$ cat src/rtl/mem_pkg.sv
// Shared constants, state type and funct3 decode helpers for the memory-stage load/store unit.
package mem_pkg;

    localparam int NUM_LANES = 4;

    localparam logic [2:0] F3_B  = 3'b000;
    localparam logic [2:0] F3_H  = 3'b001;
    localparam logic [2:0] F3_W  = 3'b010;
    localparam logic [2:0] F3_BU = 3'b100;
    localparam logic [2:0] F3_HU = 3'b101;

    typedef enum logic [1:0] {
        IDLE = 2'b00,
        REQ  = 2'b01,
        WAIT = 2'b10,
        DONE = 2'b11
    } mem_state_t;

    // Unsigned load encodings have no store counterpart.
    function automatic logic f3_legal(input logic is_store, input logic [2:0] f3);
        logic ok;
        case (f3)
            F3_B, F3_H, F3_W: ok = 1'b1;
            F3_BU, F3_HU:     ok = ~is_store;
            default:          ok = 1'b0;
        endcase
        return ok;
    endfunction

    function automatic logic f3_misaligned(input logic [2:0] f3, input logic [1:0] off);
        logic mis;
        case (f3[1:0])
            2'b01:   mis = off[0];
            2'b10:   mis = |off;
            default: mis = 1'b0;
        endcase
        return mis;
    endfunction

endpackage

$ cat src/rtl/mem_access_unit_load_formatter.sv
// Load writeback formatter: selects the addressed byte/halfword of a raw word and extends it.
module load_formatter
    import mem_pkg::*;
(
    input  logic [31:0] raw_i,
    input  logic [1:0]  off_i,
    input  logic [2:0]  funct3_i,
    output logic [31:0] result_o
);

    logic [7:0]  byte_s;
    logic [15:0] half_s;

    // Lane selection, then sign/zero extension by access type
    always_comb begin
        byte_s   = 8'h00;
        half_s   = 16'h0000;
        result_o = raw_i;
        case (off_i)
            2'd0:    byte_s = raw_i[7:0];
            2'd1:    byte_s = raw_i[15:8];
            2'd2:    byte_s = raw_i[23:16];
            2'd3:    byte_s = raw_i[31:24];
            default: byte_s = 8'h00;
        endcase
        if (off_i[1]) begin
            half_s = raw_i[31:16];
        end else begin
            half_s = raw_i[15:0];
        end
        case (funct3_i)
            F3_B:    result_o = {{24{byte_s[7]}}, byte_s};
            F3_BU:   result_o = {24'h000000, byte_s};
            F3_H:    result_o = {{16{half_s[15]}}, half_s};
            F3_HU:   result_o = {16'h0000, half_s};
            default: result_o = raw_i;
        endcase
    end

endmodule

$ cat src/rtl/mem_access_unit.sv
// Memory-stage load/store unit driving a valid/grant data port and stalling the pipeline until done.
// Build option MISALIGN_TRAP_EN: misaligned halfword/word accesses are dropped and flagged on MisalignM.
module mem_access_unit
    import mem_pkg::*;
#(
    parameter int DATA_WIDTH = 32
) (
    input  logic                  clk,
    input  logic                  rst_n,
    input  logic                  ValidM,
    input  logic                  MemReadM,
    input  logic                  MemWriteM,
    input  logic [2:0]            funct3M,
    input  logic [DATA_WIDTH-1:0] ALUResultM,
    input  logic [DATA_WIDTH-1:0] WriteDataM,
    output logic                  mem_req,
    output logic                  mem_we,
    output logic [DATA_WIDTH-1:0] mem_addr,
    output logic [DATA_WIDTH-1:0] mem_wdata,
    output logic [NUM_LANES-1:0]  mem_wstrb,
    input  logic                  mem_gnt,
    input  logic                  mem_rvalid,
    input  logic [DATA_WIDTH-1:0] mem_rdata,
    output logic [DATA_WIDTH-1:0] ReadDataM,
    output logic                  StallM,
    output logic                  MisalignM
);

    mem_state_t            state_q;
    logic                  mem_req_q;
    logic                  mem_we_q;
    logic                  misalign_q;
    logic [DATA_WIDTH-1:0] mem_addr_q;
    logic [DATA_WIDTH-1:0] mem_wdata_q;
    logic [DATA_WIDTH-1:0] read_data_q;
    logic [NUM_LANES-1:0]  mem_wstrb_q;
    logic [2:0]            f3_q;
    logic [1:0]            off_q;

    logic                  is_store_s;
    logic                  req_ok_s;
    logic                  misalign_s;
    logic                  access_s;
    logic [1:0]            off_s;
    logic [DATA_WIDTH-1:0] wdata_s;
    logic [DATA_WIDTH-1:0] fmt_s;
    logic [NUM_LANES-1:0]  wstrb_s;

    assign is_store_s = MemWriteM;
    assign off_s      = ALUResultM[1:0];
    assign req_ok_s   = ValidM & (MemReadM | MemWriteM) & f3_legal(is_store_s, funct3M);

`ifdef MISALIGN_TRAP_EN
    assign misalign_s = req_ok_s & f3_misaligned(funct3M, off_s);
`else
    assign misalign_s = 1'b0;
`endif

    assign access_s = req_ok_s & ~misalign_s;
    assign StallM   = rst_n & access_s & (state_q != DONE);

    // Store data replication and byte-enable placement
    always_comb begin
        wdata_s = WriteDataM;
        wstrb_s = 4'b0000;
        if (is_store_s) begin
            case (funct3M)
                F3_B: begin
                    wdata_s = {4{WriteDataM[7:0]}};
                    wstrb_s = 4'b0001 << off_s;
                end
                F3_H: begin
                    wdata_s = {2{WriteDataM[15:0]}};
                    wstrb_s = 4'b0011 << {off_s[1], 1'b0};
                end
                default: begin
                    wdata_s = WriteDataM;
                    wstrb_s = 4'b1111;
                end
            endcase
        end else begin
            wstrb_s = 4'b0000;
        end
    end

    load_formatter u_load_formatter (
        .raw_i    (mem_rdata),
        .off_i    (off_q),
        .funct3_i (f3_q),
        .result_o (fmt_s)
    );

    // Access sequencer; request fields are captured once and held until grant
    always_ff @(posedge clk) begin
        if (!rst_n) begin
            state_q     <= IDLE;
            mem_req_q   <= 1'b0;
            mem_we_q    <= 1'b0;
            mem_addr_q  <= 32'h0000_0000;
            mem_wdata_q <= 32'h0000_0000;
            mem_wstrb_q <= 4'b0000;
            f3_q        <= 3'b000;
            off_q       <= 2'b00;
            read_data_q <= 32'h0000_0000;
            misalign_q  <= 1'b0;
        end else begin
            misalign_q <= 1'b0;
            case (state_q)
                IDLE: begin
                    if (access_s) begin
                        state_q     <= REQ;
                        mem_req_q   <= 1'b1;
                        mem_we_q    <= is_store_s;
                        mem_addr_q  <= {ALUResultM[DATA_WIDTH-1:2], 2'b00};
                        mem_wdata_q <= wdata_s;
                        mem_wstrb_q <= wstrb_s;
                        f3_q        <= funct3M;
                        off_q       <= off_s;
                    end else begin
                        misalign_q <= misalign_s;
                    end
                end
                REQ: begin
                    if (mem_gnt) begin
                        mem_req_q <= 1'b0;
                        state_q   <= mem_we_q ? DONE : WAIT;
                    end
                end
                WAIT: begin
                    if (mem_rvalid) begin
                        read_data_q <= fmt_s;
                        state_q     <= DONE;
                    end
                end
                DONE: begin
                    state_q <= IDLE;
                end
                default: begin
                    state_q   <= IDLE;
                    mem_req_q <= 1'b0;
                end
            endcase
        end
    end

    assign mem_req   = mem_req_q;
    assign mem_we    = mem_we_q;
    assign mem_addr  = mem_addr_q;
    assign mem_wdata = mem_wdata_q;
    assign mem_wstrb = mem_wstrb_q;
    assign ReadDataM = read_data_q;
    assign MisalignM = misalign_q;

endmodule

$ cat config.mk
export PLATFORM = sky130hd
export DESIGN_NAME = mem_access_unit
export DESIGN_NICKNAME = d
export VERILOG_FILES = /design/src/rtl/mem_pkg.sv /design/src/rtl/mem_access_unit_load_formatter.sv /design/src/rtl/mem_access_unit.sv
export SDC_FILE = /design/constraint.sdc
export NUM_CORES = 1
export LEC_CHECK = 0
export CAP_MARGIN = 20
export CELL_PAD_IN_SITES_DETAIL_PLACEMENT = 1
export CELL_PAD_IN_SITES_GLOBAL_PLACEMENT = 1
export CORE_MARGIN = 4
export CORE_UTILIZATION = 31
export CTS_CLUSTER_DIAMETER = 120
export CTS_CLUSTER_SIZE = 8
export DETAILED_ROUTE_END_ITERATION = 8
export HOLD_SLACK_MARGIN = 0.02
export PLACE_DENSITY = 0.79
export SYNTH_ARGS = -nofsm -noshare
export SYNTH_HDL_FRONTEND = slang
export SYNTH_HIERARCHICAL = 1
export SYNTH_SLANG_ARGS = --single-unit
$ cat constraint.sdc
create_clock -name clk -period 2.1 [get_ports clk]
set_input_delay 0.315 -clock clk [delete_from_list [all_inputs] [get_ports clk]]
set_output_delay 0.315 -clock clk [all_outputs]
set_load 0.1 [all_outputs]
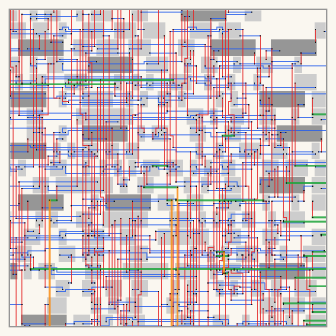
closeup.png
Window x 77 to 127, y 77 to 127 um. Cells in grey, sequential cells in the stronger grey; small squares are vias.
[M1] blue
[M2] red
[M4] orange
[M3] green
most frequent: nand2_1 (60), clkdlybuf4s50_1 (21), buf_4 (19)
cells with their middle in the window: 184
sequential cells in the window: 15
netlist names of flops here include: ReadDataM (14), off_q (1)

==> reports/metrics.yaml <==
routing:
  num_vias: 5131
  drt-total-wl_um: 18300
  drcViolationCount: 0
  drt-pass1-iter-count: 4
  drtIter0Drc: 219
  postRouteAntennaNets: 0
  viasPerCell: 4.89
  wl_per_cell_um: 17.5
placement:
  place_ws_ns: -0.0511
  gp_congestion: 0.825
  place_inst: 1032
  place_hpwl_um: 14100
floorplanning:
  io_pins: 210
  dieWidth_um: 137
  die_area_sq_um: 18700
  initCoreUtil_pct: 32.0
  core_area_sq_um: 16100
  rows: 46
global_route:
  grt_pass1_wl_um: 29000
  grt.total_usage_pct: 19.7
  grt_max_degree: 55
  grt_pass1_vias: 5516
  grt-ovfl-total: 0
  antenna_found_initial: 1
critical_path:
  worst_setup_path_end_kind: "output pin"
  worst-endpoint-arrival_ns: 1.68
  worstSetupPathType: "primary input to output pin"
  startpoint_type: "primary input"
  worstPathMaxFanout: 9
  worstPathRequired_ns: 1.78
clock_tree:
  cts_tree: "yes"
  numCtsBuffers: 9
  cts_buffer_depth: 2
  ctsHoldBuffers: 0
  clk_latency_ns: 0.35
  post_cts_buffers: 0
  cts_resized: 0
  root_buffer: "clkbuf_16"
  cts.sinks: 107
  clk_pin_slew_worst_paths_ns: 0.08
  htreeDepth: 3
synthesis:
  top_area_cell: "dfxtp_1"
  synthArstFlopShare_pct: 0
  syn-cell-area_sq_um: 5130
  synth_cells: 629
  top_cell_area_share_pct: 41.7
  ff_type: "dfxtp_1"
  yosys_cells: 629
  edf_count: 0
  synth_flops: 107
  topCellsByArea: "dfxtp_1, nand2_1, a21boi_1, a21boi_0, mux2i_1"
  syn_area_per_cell_sq_um: 8.16
  ys_seq_share_pct: 41.7
  top_cell: "nand2_1"
  ys_warn_count: 6
  top_cells_by_count: "nand2_1, dfxtp_1, a21boi_1"
  yosys_area_sq_um: 5130
  ys_types: 43
cells_and_area:
  fillers: 1904
  flop_area_sq_um: 2140
  final_nets: 938
  area_growth_pct: 48.1
  fin_cells: 1049
  drive_gt1_share_pct: 19.2
  mi_logic_area_sq_um: 2730
timing:
  setup_viol: 0
  timing.final.crit_share_pct: 95.2
  fin_crit_ns: 2.00
  finalMaxSlewViolations: 0
  clock.fmax_mhz: 500
  hold_viol: 0
  rsz0062_at_grt: "false"
  setup_slack_ns: 0.100
  fin_skew_ns: 0.00632
pwr:
  peakVddDrop_mv: 0.398
  finalPower_uw: 7290
  powerDensity_nw_per_um2: 960
  p_leak_uw: 0.00316
min_path:
  min_path_type: "flop to flop"
outcome:
  status: "complete, no violations"
flow_run:
  cap_violations: 0
  openroad.warnings: 30
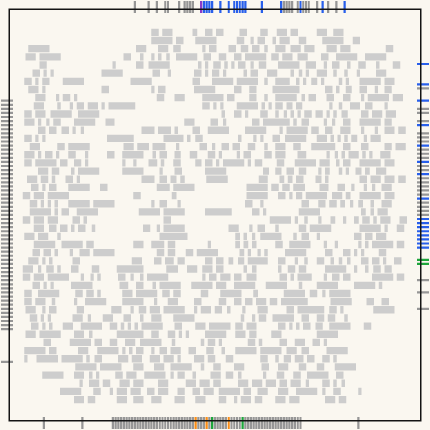
pinout.png
(3 px per um) Pins as bars across the die edge, other pins in grey.
[funct3M] orange | pins: 3 | direction: input | edge: bottom
[mem_rvalid] purple | pins: 1 | direction: input | edge: top
[mem_wstrb] green | pins: 4 | direction: output | edge: 2 bottom, 2 right
[ReadDataM] blue | pins: 32 | direction: output | edge: 16 right, 16 top
PortBufs: 206
Chip Height: 137 um

registers in the layout (all words and copies together) (netlist names):
| name | cells |
|---|---|
| ReadDataM | 32 |
| mem_wdata | 32 |
| mem_addr | 30 |
| mem_wstrb | 4 |
| f3_q | 3 |
| off_q | 2 |
| state_q | 2 |
| mem_req | 1 |
| mem_we | 1 |
metrics by stage:
| step | setup TNS [ns] | hold slack [ns] | cell area, sq um | util [%] |
|---|---|---|---|---|
| after CTS | 0 | 0.457 | 7590 | 47.3 |
| after global placement | 0 | 0.439 | 7300 | 45.5 |
| after floorplan | 0 | 0.434 | 5150 | - |
| after global routing | 0 | 0.480 | 7600 | 47.3 |
| final | 0 | 0.458 | 7600 | 47.3 |
| after detailed placement | -0.509 | 0.447 | 7300 | 45.5 |
critical path: stages:
cell	delay, ns
clkdlybuf4s50_1	0.50
buf_4	0.18
o211ai_1	0.19
nor3b_4	0.28
buf_12	0.21
kinds of logic (layout without fill, tap and decap cells):
family,count (synthesis),after routing,synth area share [%]
buffers and inverters,60,261,5.68
AND/OR/NAND/NOR,256,256,20.1
AND-OR/OR-AND,181,181,27.2
flip-flops,107,107,41.7
adder cells (fa/ha/maj),5,5,1.22
multiplexers,19,19,3.95
other,1,4,0.0731
metal layers:
| layer | track usage [%] | up-vias | part of all wire, % |
|---|---|---|---|
| met2 | 34.9 | 141 | 51 |
| met5 | 0 | - | 0 |
| met4 | 7.22 | 0 | 1.9 |
| met1 | 22.6 | 2453 | 40 |
| li1 | - | 2516 | - |
| met3 | 5.29 | 21 | 7.1 |
cells in the final DEF, fill, tap and decap left out, types with 3 or more instances in the layout:
cell and count:
nor2b_1 4, nand3_1 6, o21ai_0 4, ha_1 5, a22oi_1 7, buf_12 7, o21ai_1 8, o211a_1 8
a21boi_1 64, a221o_1 8, clkdlybuf4s50_1 104, buf_4 126, dfxtp_1 107, inv_6 3, mux2i_1 18, nand2b_1 7
nor2_1 6, a21boi_0 32, nand2_1 227, a21o_1 18, o211ai_1 18, clkbuf_16 9, inv_1 7, conb_1 3
power by group:
part / switching (uW) / internal, uW / leakage [uW] / total, uW
Combinational: 2240 / 951 / 0.00215 / 3190
Sequential: 142 / 2240 / 0.000869 / 2380
Clock: 833 / 887 / 0.000143 / 1720
layout make-up:
class                   instances  share of cell area (%)
diodes                          1                  0.0329
clock buffers                  11                    3.33
clock inverters                 5                   0.560
inverters                       7                   0.346
multi-input cells             464                    35.9
flip-flops and latches        107                    28.2
well taps                     216                    3.56
repair buffers                238                    28.1
path summary, 6_finish.rpt:
path | slack [ns] | to | cells past startpoint | start
max | 0.10 | StallM | 5 | MemWriteM
min reg2reg | 0.46 | mem_wdata[8] | 2 | mem_wdata[8]
max reg2reg | 0.23 | ReadDataM[11] | 5 | off_q[1]
min | 0.46 | mem_wdata[8] | 2 | mem_wdata[8]
No activity file was given, so power comes from the tool's default toggle rates.
